File: config.mk
export PLATFORM = sky130hd
export DESIGN_NAME = condicionador_botoes_flat
export DESIGN_NICKNAME = d
export VERILOG_FILES = /design/src/rtl/condicionador_botoes_if.sv /design/src/rtl/condicionador_botoes.sv /design/src/flat_wrapper.sv
export SDC_FILE = /design/constraint.sdc
export NUM_CORES = 1
export LEC_CHECK = 0
export CORE_ASPECT_RATIO = 0.75
export CORE_UTILIZATION = 41
export DETAILED_ROUTE_END_ITERATION = 7
export PLACE_DENSITY_LB_ADDON = 0.12
export RECOVER_POWER = 50
export SKIP_CTS_REPAIR_TIMING = 1
export SLEW_MARGIN = 20
export SYNTH_ARGS = -nofsm -noshare
export SYNTH_HDL_FRONTEND = slang
export SYNTH_SLANG_ARGS = --single-unit
File: constraint.sdc
create_clock -name CLOCK_50 -period 2.55 [get_ports CLOCK_50]
set_input_delay 0.51 -clock CLOCK_50 [delete_from_list [all_inputs] [get_ports CLOCK_50]]
set_output_delay 0.51 -clock CLOCK_50 [all_outputs]
set_load 0.05 [all_outputs]
File: src/rtl/condicionador_botoes_if.sv
// Button conditioner signal bundle: raw active-low pins in, debounced level and
// one-cycle press/release pulses out.
interface condicionador_botoes_if #(
  parameter int NUM_KEYS = 3
);
  logic [NUM_KEYS-1:0] key_n_in;
  logic [NUM_KEYS-1:0] key_level;
  logic [NUM_KEYS-1:0] key_press_pulse;
  logic [NUM_KEYS-1:0] key_release_pulse;

  modport master (
    output key_n_in,
    input  key_level,
    input  key_press_pulse,
    input  key_release_pulse
  );

  modport slave (
    input  key_n_in,
    output key_level,
    output key_press_pulse,
    output key_release_pulse
  );
endinterface

File: src/rtl/condicionador_botoes.sv
// Button conditioner: per-channel 2-flop synchronizer, independent 4-state
// debounce FSM with its own counter, and registered level/press/release outputs.
module condicionador_botoes #(
  parameter int NUM_KEYS        = 3,
  parameter int DEBOUNCE_CYCLES = 500000
) (
  input logic                   CLOCK_50,
  input logic                   KEY_RESET,
  condicionador_botoes_if.slave keys
);

  localparam int               CNT_W      = $clog2(DEBOUNCE_CYCLES) + 1;
  localparam logic [CNT_W-1:0] CNT_ULTIMO = CNT_W'(DEBOUNCE_CYCLES - 1);
  localparam logic [CNT_W-1:0] CNT_UM     = CNT_W'(1);

  typedef enum logic [1:0] {
    SOLTO          = 2'd0,
    CONFIRMA_PRESS = 2'd1,
    PRESSIONADO    = 2'd2,
    CONFIRMA_SOLTA = 2'd3
  } estado_t;

  logic [NUM_KEYS-1:0] sync_a;
  logic [NUM_KEYS-1:0] sync_b;
  logic [NUM_KEYS-1:0] amostra;
  logic [NUM_KEYS-1:0] nivel_vec;
  logic [NUM_KEYS-1:0] press_vec;
  logic [NUM_KEYS-1:0] solta_vec;

  // Synchronizer resets to "released" so a button held through reset is seen as a new press.
  always_ff @(posedge CLOCK_50 or negedge KEY_RESET) begin
    if (!KEY_RESET) begin
      sync_a <= '1;
      sync_b <= '1;
    end else begin
      sync_a <= keys.key_n_in;
      sync_b <= sync_a;
    end
  end

  assign amostra = ~sync_b;

  for (genvar i = 0; i < NUM_KEYS; i++) begin : g_canal
    estado_t          estado;
    estado_t          prox_estado;
    logic [CNT_W-1:0] contador;
    logic [CNT_W-1:0] prox_contador;
    logic             prox_nivel;
    logic             prox_press;
    logic             prox_solta;
    logic             nivel_q;
    logic             press_q;
    logic             solta_q;

    always_ff @(posedge CLOCK_50 or negedge KEY_RESET) begin
      if (!KEY_RESET) begin
        estado   <= SOLTO;
        contador <= '0;
      end else begin
        estado   <= prox_estado;
        contador <= prox_contador;
      end
    end

    // A CONFIRMA state either falls back on any sample of the old level or commits once the counter reaches its last value.
    always_comb begin
      prox_estado   = estado;
      prox_contador = contador;
      case (estado)
        SOLTO: begin
          if (amostra[i]) begin
            prox_estado   = CONFIRMA_PRESS;
            prox_contador = CNT_UM;
          end
        end
        CONFIRMA_PRESS: begin
          if (!amostra[i]) begin
            prox_estado   = SOLTO;
            prox_contador = '0;
          end else if (contador == CNT_ULTIMO) begin
            prox_estado   = PRESSIONADO;
            prox_contador = '0;
          end else begin
            prox_contador = contador + 1'b1;
          end
        end
        PRESSIONADO: begin
          if (!amostra[i]) begin
            prox_estado   = CONFIRMA_SOLTA;
            prox_contador = CNT_UM;
          end
        end
        CONFIRMA_SOLTA: begin
          if (amostra[i]) begin
            prox_estado   = PRESSIONADO;
            prox_contador = '0;
          end else if (contador == CNT_ULTIMO) begin
            prox_estado   = SOLTO;
            prox_contador = '0;
          end else begin
            prox_contador = contador + 1'b1;
          end
        end
        default: begin
          prox_estado   = SOLTO;
          prox_contador = '0;
        end
      endcase
    end

    always_comb begin
      prox_press = (estado == CONFIRMA_PRESS) && (prox_estado == PRESSIONADO);
      prox_solta = (estado == CONFIRMA_SOLTA) && (prox_estado == SOLTO);
      prox_nivel = (prox_estado == PRESSIONADO) || (prox_estado == CONFIRMA_SOLTA);
    end

    always_ff @(posedge CLOCK_50 or negedge KEY_RESET) begin
      if (!KEY_RESET) begin
        nivel_q <= 1'b0;
        press_q <= 1'b0;
        solta_q <= 1'b0;
      end else begin
        nivel_q <= prox_nivel;
        press_q <= prox_press;
        solta_q <= prox_solta;
      end
    end

    assign nivel_vec[i] = nivel_q;
    assign press_vec[i] = press_q;
    assign solta_vec[i] = solta_q;
  end

  assign keys.key_level         = nivel_vec;
  assign keys.key_press_pulse   = press_vec;
  assign keys.key_release_pulse = solta_vec;

endmodule
File: src/flat_wrapper.sv
// flat-port wrapper written by rule: the top's interface ports become plain ports
module condicionador_botoes_flat 
#(
  parameter int NUM_KEYS        = 3,
  parameter int DEBOUNCE_CYCLES = 500000
)
  (CLOCK_50, KEY_RESET, keys_key_n_in, keys_key_level, keys_key_press_pulse, keys_key_release_pulse);
  condicionador_botoes_if #(.NUM_KEYS(NUM_KEYS)) keys_i ();
  input logic CLOCK_50;
  input logic KEY_RESET;
  input wire logic [$bits(keys_i.key_n_in)-1:0] keys_key_n_in;
  output wire logic [$bits(keys_i.key_level)-1:0] keys_key_level;
  output wire logic [$bits(keys_i.key_press_pulse)-1:0] keys_key_press_pulse;
  output wire logic [$bits(keys_i.key_release_pulse)-1:0] keys_key_release_pulse;
  assign keys_i.key_n_in = keys_key_n_in;
  assign keys_key_level = keys_i.key_level;
  assign keys_key_press_pulse = keys_i.key_press_pulse;
  assign keys_key_release_pulse = keys_i.key_release_pulse;
  condicionador_botoes #(.NUM_KEYS(NUM_KEYS), .DEBOUNCE_CYCLES(DEBOUNCE_CYCLES)) u_core (.CLOCK_50(CLOCK_50), .KEY_RESET(KEY_RESET), .keys(keys_i));
endmodule
Figure 1. Placed standard cells (run 1).
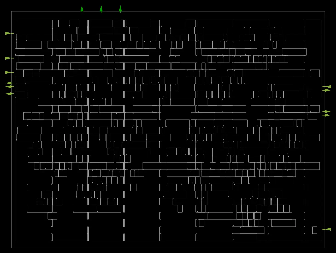
Well Taps: 132
area of the core: 0.00985 mm2
number of fill cells: 934

Figure 2. The metal 2 layer (run 1).
Scale: 4 px per um.
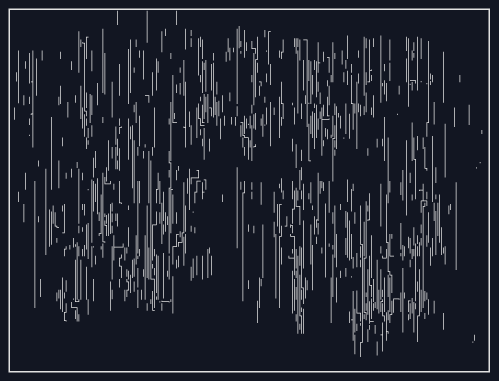
- longest straight run: 31.6 um
- share of all routed wire: 41%
- wire length on this layer: 3590 um
- main direction: vertical

==> job_summary.md, run 1 <==
### Metrics collected by this job

| Metric | Value |
|---|---|
| Nets | `461` |
| Worst clock skew | `0.00502 ns` |
| Synth Seq Share | `47.2%` |
| Seq cells post-synth | `80` |
| RSZ-0062 raised after global routing | `no` |
| Drt via density | `5.61` |
| Worst setup SP type | `flip-flop` |
| FF-to-FF End | `u_core.g_canal[0].contador[7]` |
| # Cells Yosys | `442` |
| Clock share of power | `48.0%` |
| Combinational power | `161 uW` |
| FF-to-FF Start | `u_core.sync_b[0]` |
| Fmax | `0.442 GHz` |
| Top Layout Cells | `dfrtp_1, nand2_1, nand3_1` |
| Gate power share | `5.5%` |
| OpenROAD warning count | `26` |
| Clkbuf count | `10` |
| Maxcap violations | `0` |
| Count of multi-input gates | `322` |
| Die Height | `90.2 um` |
| Seq pwr share | `46.4%` |
| IO Pins | `14` |
| Clk tree area frac | `6.69%` |
| First-pass GRT wire length | `15.2 mm` |
| FF+latch area | `0.00201 mm2` |
| Clk pwr | `1.40 mW` |
| WP data arrival | `2.52 ns` |
| Post-synth area hogs | `dfrtp_1, mux2i_1, nand3_1` |
| TNS Setup | `0 ns` |
| Final hold viol count | `0` |
| 1st-iter DRT viols | `209` |
| Area growth syn-to-layout | `12.9%` |
| Yosys simple share | `24.5%` |
| Outcome | `complete, no violations` |
| Vias in the first global route | `3027` |
| Leading cell kind | `logic gates` |
| Worst setup EP type | `flip-flop` |
| CTS Buffer Depth | `2` |
| Dominant cell area share | `43.5%` |
| Layout cells sized above 1 | `10.7%` |
Figure 3. Pin map (run 1).
Scale: 4 px per um. Pins as bars across the die edge, other pins in gray.
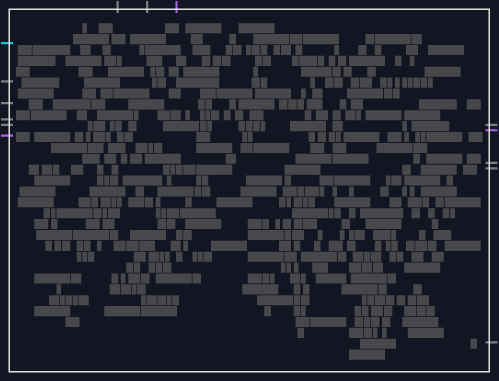
- `CLOCK_50`: cyan (pins 1; direction input; edge left)
- `keys_key_release_pulse`: purple (pins 3; direction output; edge 1 left, 1 right, 1 top)

Figure 4. Routed metal, one color a layer (run 1).
Scale: 2 px per um. Only two layers are drawn.
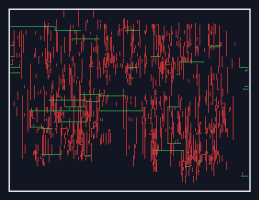
- met2: red (wire length 3590 um)
- met3: green (wire length 286 um)

==> run 1: layer usage <==
layer | up-vias | global-route usage (%) | share of wire [%]
met5 | - | 0 | 0
met4 | 0 | 5.31 | 0.96
met3 | 7 | 4.38 | 3.3
met2 | 55 | 23.8 | 41
met1 | 1606 | 27.1 | 55
li1 | 1642 | - | -
==> run 1: Yosys cell counts, types with 12 or more instances <==
cell type  number
dfrtp_1        74
nand2_1        42
nand3_1        34
a21oi_1        31
nor2_1         27
mux2i_1        19
a31oi_1        16
inv_1          16
o21ai_0        16
nand4_1        14
a22o_1         12
and3_1         12
==> run 1: worst max path at each step <==
stage	end	slack, ns	from
after CTS	u_core.g_canal[0].contador[7]	0.28	u_core.sync_b[0]
after floorplan	u_core.g_canal[0].contador[1]	0.73	u_core.g_canal[0].contador[0]
after detailed placement	u_core.g_canal[0].contador[7]	0.28	u_core.sync_b[0]
after global placement	u_core.g_canal[0].contador[5]	0.34	u_core.sync_b[0]
final	u_core.g_canal[0].contador[7]	0.29	u_core.sync_b[0]
after global routing	u_core.g_canal[0].contador[7]	0.13	u_core.sync_b[0]
==> run 1: worst max-delay path: stages, from the launching register on <==
cell and delay, ns:
dfstp_2 0.58, xnor2_1 0.16, and2_1 0.25, o41a_1 0.76
o21ai_0 0.22, a31oi_1 0.20
==> run 1: stage by stage <==
step	instances	setup slack (ns)
2_1_floorplan	442	0.726
3_3_place_gp	574	0.342
3_5_place_dp	574	0.280
4_1_cts	590	0.277
5_1_grt	590	0.126
6_report	590	0.289
==> run 1: flip-flops by register name (all words and copies together), names as in the netlist <==
name / flops
u_core.g_canal.contador: 60
u_core.g_canal.estado: 6
u_core.g_canal.press_q: 3
u_core.g_canal.solta_q: 3
u_core.sync_a: 3
u_core.sync_b: 3
u_core.g_canal.nivel_q: 2
==> run 2: changes to the inputs <==
- TNS_END_PERCENT: not set -> 100
Figure 5. Placed standard cells (run 2).
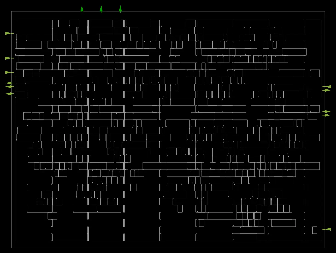
Finished Layout Cells: 590
FP Rows: 31
Seq area share: 41.8%
Final Core Density: 48.8%
flip-flops: 80

Figure 6. Nets reached from selected ports (run 2).
Scale: 2 px per um.
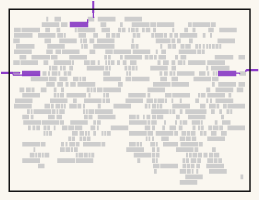
- `keys_key_release_pulse`: purple (bits 3; direction output; end cells 3; buffers 3; wire 28.4 um)

==> job_summary.md, run 2 <==
### Metrics collected by this job

| Metric | Value |
|---|---|
| Outcome | `complete, no violations` |
| OpenROAD warning count | `26 (unchanged)` |
| WP data arrival | `2.52 ns (about the same)` |
| DR top layer | `met4` |
| Clk pwr | `1.40 mW (about the same)` |
| Drt via density | `5.61 (unchanged)` |
| Seq pwr share | `46.4% (about the same)` |
| Vias in the first global route | `3027 (unchanged)` |
| Top flop regs | `u_core.g_canal.contador: 60 flops, u_core.g_canal.estado: 6 flops` |
| Cells along the critical path | `xnor2_1 -> and2_1 -> o41a_1 -> o21ai_0 -> a31oi_1` |
| Gate power share | `5.5% (about the same)` |
| Worst clock skew | `0.00502 ns (unchanged)` |
| CTS Buffer Depth | `2 (unchanged)` |
| Clock share of power | `48.0% (about the same)` |
| Nets | `461 (unchanged)` |
| Synth Seq Share | `47.2% (unchanged)` |
| TNS Setup | `0 ns (unchanged)` |
| Area of the core | `0.00985 mm2 (unchanged)` |
| WL met1 | `4.78 mm (unchanged)` |
| Most frequent cells after synthesis | `dfrtp_1, nand2_1, nand3_1` |
| Dominant cell area share | `43.5% (unchanged)` |
| Biggest register | `u_core.g_canal.contador` |
| Post-synth area hogs | `dfrtp_1, mux2i_1, nand3_1` |
| Area growth syn-to-layout | `12.9% (unchanged)` |
| Placed insts | `574 (unchanged)` |
| Layout cells sized above 1 | `10.7% (unchanged)` |
| Seq cells post-synth | `80 (unchanged)` |
| RSZ-0062 raised after global routing | `no` |
| Top Layout Cells | `dfrtp_1, nand2_1, nand3_1` |
| IO Pins | `14 (unchanged)` |
| Maxcap violations | `0 (unchanged)` |
| Worst setup EP type | `flip-flop` |
| Met3 wire len | `285 um (unchanged)` |
| Dpl ws | `0.280 ns (unchanged)` |
| Metal2 WL | `3.59 mm (unchanged)` |
| Number of fill cells | `934 (unchanged)` |
| Most frequent cell after synthesis | `dfrtp_1` |
| Die Height | `90.2 um (unchanged)` |
| Worst setup SP type | `flip-flop` |
[run 2: cell counts after synthesis]
No cell type changed its count.
[run 2: worst paths after layout]
check	slack (ns)	to	cells after the start	start
worst max-delay path	0.29	u_core.g_canal[0].contador[7]	5	u_core.sync_b[0]
worst min-delay path	0.32	u_core.g_canal[1].contador[18]	1	KEY_RESET
worst max register to register	0.29	u_core.g_canal[0].contador[7]	5	u_core.sync_b[0]
worst min register to register	0.36	u_core.sync_b[0]	0	u_core.sync_a[0]
max in group asynchronous	0.65	u_core.g_canal[0].contador[1]	2	KEY_RESET
min in group CLOCK_50	0.36	u_core.sync_b[0]	0	u_core.sync_a[0]
[run 2: area by class of cell]
| type | instances | area [um2] | area share, % |
|---|---|---|---|
| Clock buffer | 10 | 229 | 4.76 |
| Clock inverter | 6 | 92.6 | 1.93 |
| Inverter | 16 | 60.1 | 1.25 |
| Multi-Input combinational cell | 322 | 2050 | 42.6 |
| Sequential cell | 80 | 2010 | 41.8 |
| Tap cell | 132 | 165 | 3.44 |
| Timing Repair Buffer | 24 | 205 | 4.27 |
[run 2: logic make-up after synthesis]
kind of cell | after synthesis | synth area share [%]
flops | 80 | 47.2
simple gates | 188 | 24.5
compound gates | 101 | 15.9
mux | 21 | 5.00
xor+xnor | 9 | 1.85
fa+ha+maj | 3 | 0.882
buf+inv | 40 | 4.73
[run 2: routing by layer]
| layer | track usage, % | vias up |
|---|---|---|
| met2 | 23.8 | 55 |
| li1 | - | 1642 |
| met5 | 0 | - |
| met4 | 5.31 | 0 |
| met3 | 4.38 | 7 |
| met1 | 27.1 | 1606 |
[run 2: critical path: cells and delay by family (launching register included)]
kind	cells	cell delay, ns
AND/OR/NAND/NOR	1	0.25
AND-OR/OR-AND	3	1.18
XOR/XNOR	1	0.16
flip-flops	1	0.58
Power is estimated from default activity; no workload was simulated.
